`src/rtl/io_bus_arbiter.sv`:
```
// io_bus_arbiter: shares the single IO bus between two masters (m0 = Risc16 core,
// m1 = loader/debug agent). One transaction in flight at a time, read wait states
// inserted for READ_LAT cycles, one-cycle ack per master.
// Optional build macro IO_ARB_FIXED_PRIO_EN: m0 always wins a tie (no round-robin).
module io_bus_arbiter #(
  parameter int ADDR_W   = 16,
  parameter int DATA_W   = 16,
  parameter int READ_LAT = 1
) (
  input  logic              clk,
  input  logic              rst,
  input  logic              m0_req,
  input  logic              m0_we,
  input  logic [ADDR_W-1:0] m0_addr,
  input  logic [DATA_W-1:0] m0_wdata,
  output logic              m0_ack,
  output logic [DATA_W-1:0] m0_rdata,
  input  logic              m1_req,
  input  logic              m1_we,
  input  logic [ADDR_W-1:0] m1_addr,
  input  logic [DATA_W-1:0] m1_wdata,
  output logic              m1_ack,
  output logic [DATA_W-1:0] m1_rdata,
  output logic [ADDR_W-1:0] io_address,
  output logic [DATA_W-1:0] io_write_value,
  output logic              io_write_en,
  output logic              io_read_en,
  input  logic [DATA_W-1:0] io_read_value,
  output logic              busy
);

  typedef enum logic [1:0] {S_IDLE, S_ISSUE, S_WAIT, S_DONE} state_t;

  localparam logic [3:0] LAT_INIT = 4'(READ_LAT);

  state_t      state, state_d;
  logic [3:0]  cnt;
  logic        lat_id;
  logic        lat_we;
  logic        sel_id;
  logic        sel_we;
  logic [ADDR_W-1:0] sel_addr;
  logic [DATA_W-1:0] sel_wdata;
  logic        take;
  logic        capture;

`ifndef IO_ARB_FIXED_PRIO_EN
  logic        rr;
  logic        rr_d;
`endif

  assign take    = (state == S_IDLE) && (m0_req || m1_req);
  assign capture = (state == S_WAIT) && (cnt == 4'd1);

  // Winner selection for the request sampled in IDLE
  always_comb begin
`ifdef IO_ARB_FIXED_PRIO_EN
    sel_id = !m0_req;
`else
    rr_d = rr;
    if (m0_req && m1_req) begin
      sel_id = !rr;
      if (state == S_IDLE) rr_d = !rr;
    end else begin
      sel_id = !m0_req;
    end
`endif
    sel_we    = sel_id ? m1_we    : m0_we;
    sel_addr  = sel_id ? m1_addr  : m0_addr;
    sel_wdata = sel_id ? m1_wdata : m0_wdata;
  end

  // Next-state logic: IDLE -> ISSUE -> (WAIT x READ_LAT on reads) -> DONE -> IDLE
  always_comb begin
    state_d = state;
    case (state)
      S_IDLE:  if (take) state_d = S_ISSUE;
      S_ISSUE: state_d = lat_we ? S_DONE : S_WAIT;
      S_WAIT:  if (cnt == 4'd1) state_d = S_DONE;
      S_DONE:  state_d = S_IDLE;
      default: state_d = S_IDLE;
    endcase
  end

  // State, wait counter and latched transaction attributes
  always_ff @(posedge clk or posedge rst) begin
    if (rst) begin
      state  <= S_IDLE;
      cnt    <= 4'd0;
      lat_id <= 1'b0;
      lat_we <= 1'b0;
`ifndef IO_ARB_FIXED_PRIO_EN
      rr     <= 1'b1;
`endif
    end else begin
      state <= state_d;
`ifndef IO_ARB_FIXED_PRIO_EN
      rr    <= rr_d;
`endif
      if (take) begin
        lat_id <= sel_id;
        lat_we <= sel_we;
      end
      if (state == S_ISSUE)     cnt <= LAT_INIT;
      else if (state == S_WAIT) cnt <= cnt - 4'd1;
    end
  end

  // Registered bus strobes, address/data, acks, read data and busy
  always_ff @(posedge clk or posedge rst) begin
    if (rst) begin
      io_address     <= '0;
      io_write_value <= '0;
      io_write_en    <= 1'b0;
      io_read_en     <= 1'b0;
      m0_ack         <= 1'b0;
      m1_ack         <= 1'b0;
      m0_rdata       <= '0;
      m1_rdata       <= '0;
      busy           <= 1'b0;
    end else begin
      io_write_en <= take && sel_we;
      io_read_en  <= take && !sel_we;
      if (take) begin
        io_address     <= sel_addr;
        io_write_value <= sel_wdata;
      end
      m0_ack <= (state_d == S_DONE) && !lat_id;
      m1_ack <= (state_d == S_DONE) &&  lat_id;
      if (capture && !lat_id) m0_rdata <= io_read_value;
      if (capture &&  lat_id) m1_rdata <= io_read_value;
      busy <= (state_d != S_IDLE);
    end
  end

endmodule

```
`config.mk`:
```
export PLATFORM = sky130hd
export DESIGN_NAME = io_bus_arbiter
export DESIGN_NICKNAME = d
export VERILOG_FILES = /design/src/rtl/io_bus_arbiter.sv
export SDC_FILE = /design/constraint.sdc
export NUM_CORES = 1
export LEC_CHECK = 0
export ABC_AREA = 1
export CAP_MARGIN = 20
export CORE_MARGIN = 5
export CORE_UTILIZATION = 30
export DETAILED_ROUTE_END_ITERATION = 10
export PLACE_DENSITY_LB_ADDON = 0.1
export SLEW_MARGIN = 30
export SYNTH_ARGS = -nofsm -noshare
export SYNTH_HDL_FRONTEND = slang
export SYNTH_SLANG_ARGS = --single-unit
```
`constraint.sdc`:
```
create_clock -name clk -period 2.6 [get_ports clk]
set_clock_uncertainty 0.2 [all_clocks]
set_input_delay 0.52 -clock clk [delete_from_list [all_inputs] [get_ports clk]]
set_output_delay 0.52 -clock clk [all_outputs]
set_load 0.02 [all_outputs]
```
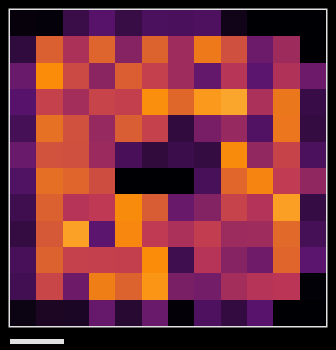
*Cell density map, run 1*
The bar under the picture is 20 um long. The die is cut into 12 by 12 equal tiles; black is low, pale yellow is high, 0 to 100% covered.
The mean over all tiles is 39%. 9.0% of the tiles are nearly empty. 4.2% of the tiles are over 75% full. The fullest tile reaches 81%.

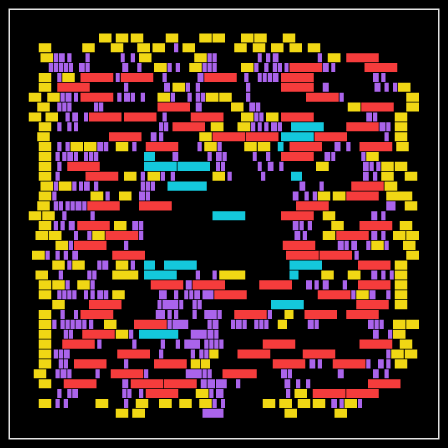
*Cells coloured by class, run 1*
Key: remaining logic cells = purple [cells 339, share of their area 27%]; remaining buffers and delay cells = yellow [cells 162, share of their area 31%]; registers = red [cells 78, share of their area 36%]; clock drivers and dummy loads = cyan [cells 16, share of their area 6.0%]
share of cell area taken by flip-flops and latches: 35.24%
design area: 5543 um2

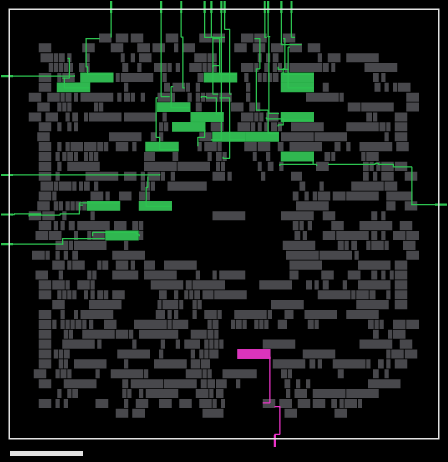
*Port wiring, run 1*
The bar under the picture is 20 um long.
Key: io_address = green [bits 16, direction output, edge 11 top, 4 left, 1 right, end cells 16, wire 649 um]; m0_ack = magenta [bits 1, direction output, edge bottom, end cells 1, wire 25.5 um]
IO Port Bufs: 154
top-level I/O count: 155

==> results.txt, run 1 <==
The run has ended; figures from its reports follow.

The detailed-route via count came out at 3157. The net switching share of the total power came out at between 30% and 40%. The worst path needs slightly above 2000 ps of the cycle, external delays included. The final global-route overflow total came out at 0. The transition time recorded at the tightest slew-check pin is 578.0 ps. Non-clock buffers in the final layout number 162. In the final report, the number of pins over their slew limit comes to 0. The path depth of the worst reg2reg path came out at 7.

The portion of the layout cell area used by clock cells came out at 5.846%. The worst flop-to-flop path startpoint is state[0]$_DFF_PP0_. The hold-critical path depth is 1.

Setup repair after global routing left no endpoint under its margin. The cell with the most instances after synthesis is sky130_fd_sc_hd__nand2_1. For this design, Yosys synthesis ends with a cell count of 436. The net switching power came out at 2576 uW.

The worst path buffer plus inverter count is 1. The maximum operating frequency is 492.0 MHz. The highest routed metal layer is met4.

According to the floorplan report, the total die area is about 14000 um2. For this configuration, the core starts out at a cell density of 30.56%. The proportion of power drawn by the clock network came out at roughly 20%. The met1 capacity usage during global routing is 17.97%. The global routing usage on met2 came out at 21.15%.

By area, flip-flops and latches come first. The total leakage power came out at 0.002716 uW. Nets still carrying antenna violations after routing amount to 0. The kind of end point of the critical path is a primary output. In this run, post-CTS repair resized a total of 0 instances. The worst ir drop on vdd came out at a little under 0.5 mV.

According to the dpl log, the detail-placed design has an HPWL of 6908 um. The cell area power density came out at 1214 nW/um2. The run finished with clean final reports.

The count of yosys warnings during synthesis is 0. In the global route stage, overall resource usage came out at 13.94%. TritonRoute output was used to compute an average wire per cell of between 10 and 15 um. The arrival time at the worst endpoint came out at 1310 ps. The initial antenna violation count came out at 0. The synthesis run shows multiplexers occupying 0% of the cell area.
-- run 1: worst reg2reg max path, stage by stage, from the launching register on --
cell and delay (ps):
sky130_fd_sc_hd__dfrtp_1 370, sky130_fd_sc_hd__inv_1 80, sky130_fd_sc_hd__ha_1 220, sky130_fd_sc_hd__inv_1 120, sky130_fd_sc_hd__a21oi_4 60, sky130_fd_sc_hd__inv_2 430
sky130_fd_sc_hd__nand2_1 130, sky130_fd_sc_hd__o21ai_1 100
-- run 1: how the worst max path moves through the flow --
stage                     slack [ps]                       endpoint  depth (start not counted)
after floorplan                 1000                 busy$_DFF_PP0_                          1
after global placement           480     io_address[15]$_DFFE_PP0P_                          7
after detailed placement         440  io_write_value[2]$_DFFE_PP0P_                          6
after CTS                        550                  io_address[5]                          1
after global routing             510                 io_address[11]                          1
final                            570                   m0_rdata[15]                          1
-- run 1: cell usage in the layout, fill, tap and decap left out, types with 3 or more instances in the layout --
cell	instances
sky130_fd_sc_hd__ha_1	5
sky130_fd_sc_hd__buf_12	3
sky130_fd_sc_hd__dfrtp_1	77
sky130_fd_sc_hd__nand3_1	4
sky130_fd_sc_hd__nand2_1	148
sky130_fd_sc_hd__buf_4	5
sky130_fd_sc_hd__clkinv_4	3
sky130_fd_sc_hd__inv_1	63
sky130_fd_sc_hd__o21ai_0	36
sky130_fd_sc_hd__clkdlybuf4s50_1	154
sky130_fd_sc_hd__nor2_1	42
sky130_fd_sc_hd__o21ai_1	29
sky130_fd_sc_hd__clkbuf_16	9
-- run 1: power by group through the flow --
stage	Combinational (uW)	Sequential, uW	Clock (uW)
floorplan	1090	2790	0
global placement	3240	2160	0
detailed placement	3290	2170	0
CTS	3290	2170	1380
global route	3550	2240	1450
finish	3220	2170	1340
### Track usage over the die, run 1

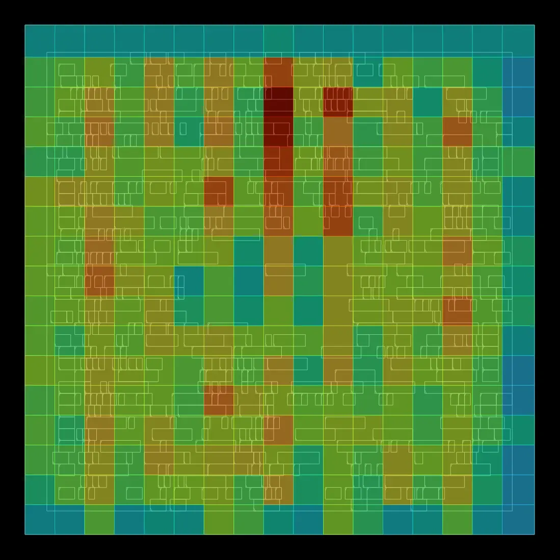

==> run 1 -> run 2 <==
==> constraint.sdc (replaced) <==
create_clock -name clk -period 1.7 [get_ports clk]
set_clock_uncertainty 0.2 [all_clocks]
set_input_delay 0.34 -clock clk [delete_from_list [all_inputs] [get_ports clk]]
set_output_delay 0.34 -clock clk [all_outputs]
set_load 0.02 [all_outputs]
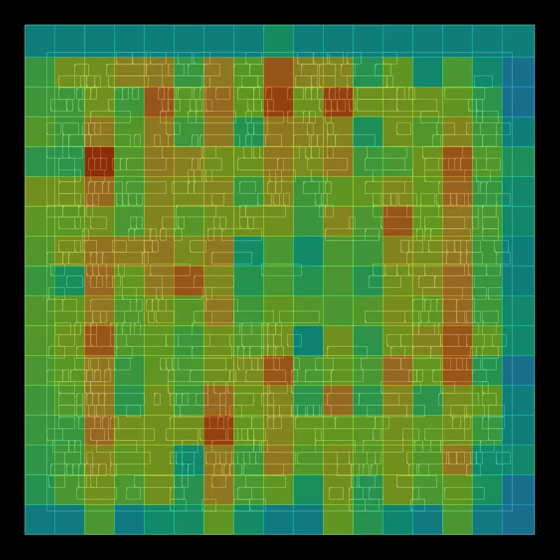
*Track usage over the die, run 2*
GRT busiest layer: met2
Overall Global Routing Usage: 14.06%
average routed wire per standard cell: 13.45 um
final core utilization: 51.45%

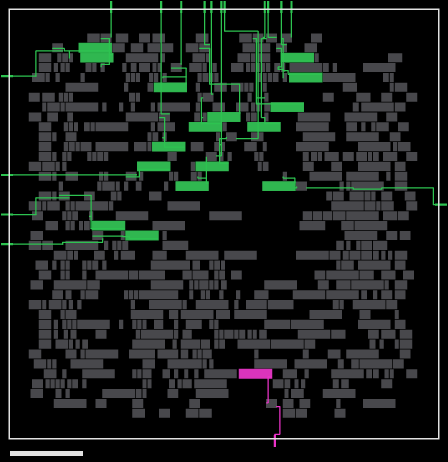
*Port wiring, run 2*
The bar under the picture is 20 um long.

==> results.txt, run 2 <==
The run has ended; figures from its reports follow.

The portion of the layout cell area used by clock cells is 5.304%. The cell total in the yosys stat output is 436. The run finished with clean final reports. The core utilization at floorplan is 30.56%. The kind of end point of the critical path is a flop.

The number of placed I/O pins is 155. The dominant power group in this design is combinational cells. Per the OpenROAD power report, leakage power amounts to 0.002989 uW. Ranking logic cells in the layout by count gives the top entries sky130_fd_sc_hd__nand2_1, sky130_fd_sc_hd__clkdlybuf4s50_1, sky130_fd_sc_hd__dfrtp_1. The count of buffers added on input and output ports is 154. The area of all placed cells without fillers came out at 5874 um2. The path depth of the worst reg2reg path is 8.

The maximum operating frequency is slightly below 600 MHz. Per the layout report, the design carries 178 non-clock buffers. The count of yosys warnings during synthesis came out at 0. The register share of the cell area is 33.25%. In this run the horizontal extent of the chip is 117.9 um. The net switching share of the total power came out at 40.06%. The post-detailed-route count of antenna-violating nets is 0. sky130_fd_sc_hd__nand2_1 is the most common cell in the netlist.

The final global-route overflow total came out at 0. Summed over the clock group, the power is approximately 2000 uW. Setup repair after global routing could not meet its margin everywhere. The worst ir drop on vdd is 0.7539 mV. For the worst setup path, the data arrival time is roughly 1700 ps.

By instance count after routing, the leading logic cell type is sky130_fd_sc_hd__nand2_1. The power of the sequential group is 3400 uW. The cell class with the largest area share is flip-flops and latches.

The power report attributes to the clock group a share of slightly below 20%. The die footprint is 13890 um2. The combinational power reported by the tool is between 4000 and 5000 uW. The half-perimeter wire length after placement is 7094 um. The cell area power density is 1774 nW/um2. The net switching power came out at 4174 uW. The number of instances in the synthesized netlist is 436. The design has 78 sequential cells. For the finished layout, the period the worst path requires is 1682 ps.
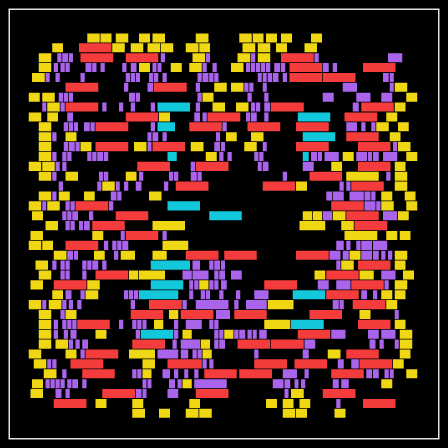
*Cells coloured by class, run 2*
Key: remaining logic cells = purple [cells 339, share of their area 29%]; registers = red [cells 78, share of their area 34%]; remaining buffers and delay cells = yellow [cells 178, share of their area 31%]; clock drivers and dummy loads = cyan [cells 14, share of their area 5.5%]

[run 2: cell count changes in the layout (fill, tap and decap cells not counted), sizes merged]
cell	change
buf	+13
clkbuf	+4
clkdlybuf4s50	-69
clkinv	-3
dlygate4sd2	+69
[run 2: how the worst max path moves through the flow]
stage / from / end / slack [ps] / depth (start not counted)
floorplan: state[0]$_DFF_PP0_ / m1_rdata[10]$_DFFE_PP0P_ / 100 / 8
finish: state[0]$_DFF_PP0_ / m1_rdata[11]$_DFFE_PP0P_ / 20 / 8
CTS: state[0]$_DFF_PP0_ / m1_rdata[15]$_DFFE_PP0P_ / 30 / 8
global placement: m1_req / io_write_value[15]$_DFFE_PP0P_ / -140 / 6
global route: state[0]$_DFF_PP0_ / m0_rdata[5]$_DFFE_PP0P_ / -80 / 8
detailed placement: m1_req / io_address[6]$_DFFE_PP0P_ / -180 / 6
[run 2: layer usage]
layer	part of all wire, %	up-vias	GRT usage [%]
met5	0	-	0
met1	45	1478	18.82
met2	46	118	21.00
li1	-	1657	-
met4	1.3	0	5.161
met3	7.6	8	4.901
[run 2: metrics by stage]
| stage | setup WS [ps] | util [%] |
|---|---|---|
| global placement | -135.5 | 46.56 |
| finish | 17.75 | 51.45 |
| floorplan | 103.5 | - |
| CTS | 30.00 | 48.55 |
| detailed placement | -177.5 | 46.56 |
| global route | -81.92 | 51.45 |
[run 2: cells by family (layout without fill, tap and decap cells)]
logic type	after synthesis	in the layout	share of synthesized area, %
xor+xnor	2	2	0.5021
compound gates	69	69	10.33
simple gates	197	197	21.59
fa+ha+maj	5	5	1.793
flops	78	78	55.97
buf+inv	85	258	9.824
[run 2: critical path, delay by kind of cell (launching register included)]
kind                       cells  cell delay [ps]
buffers and inverters          2              300
adders and majority gates      1              160
DFF                            1              390
AOI/OAI and AO/OA              1               50
and+or+nand+nor                4              470
Power and IR drop assume default switching activity.
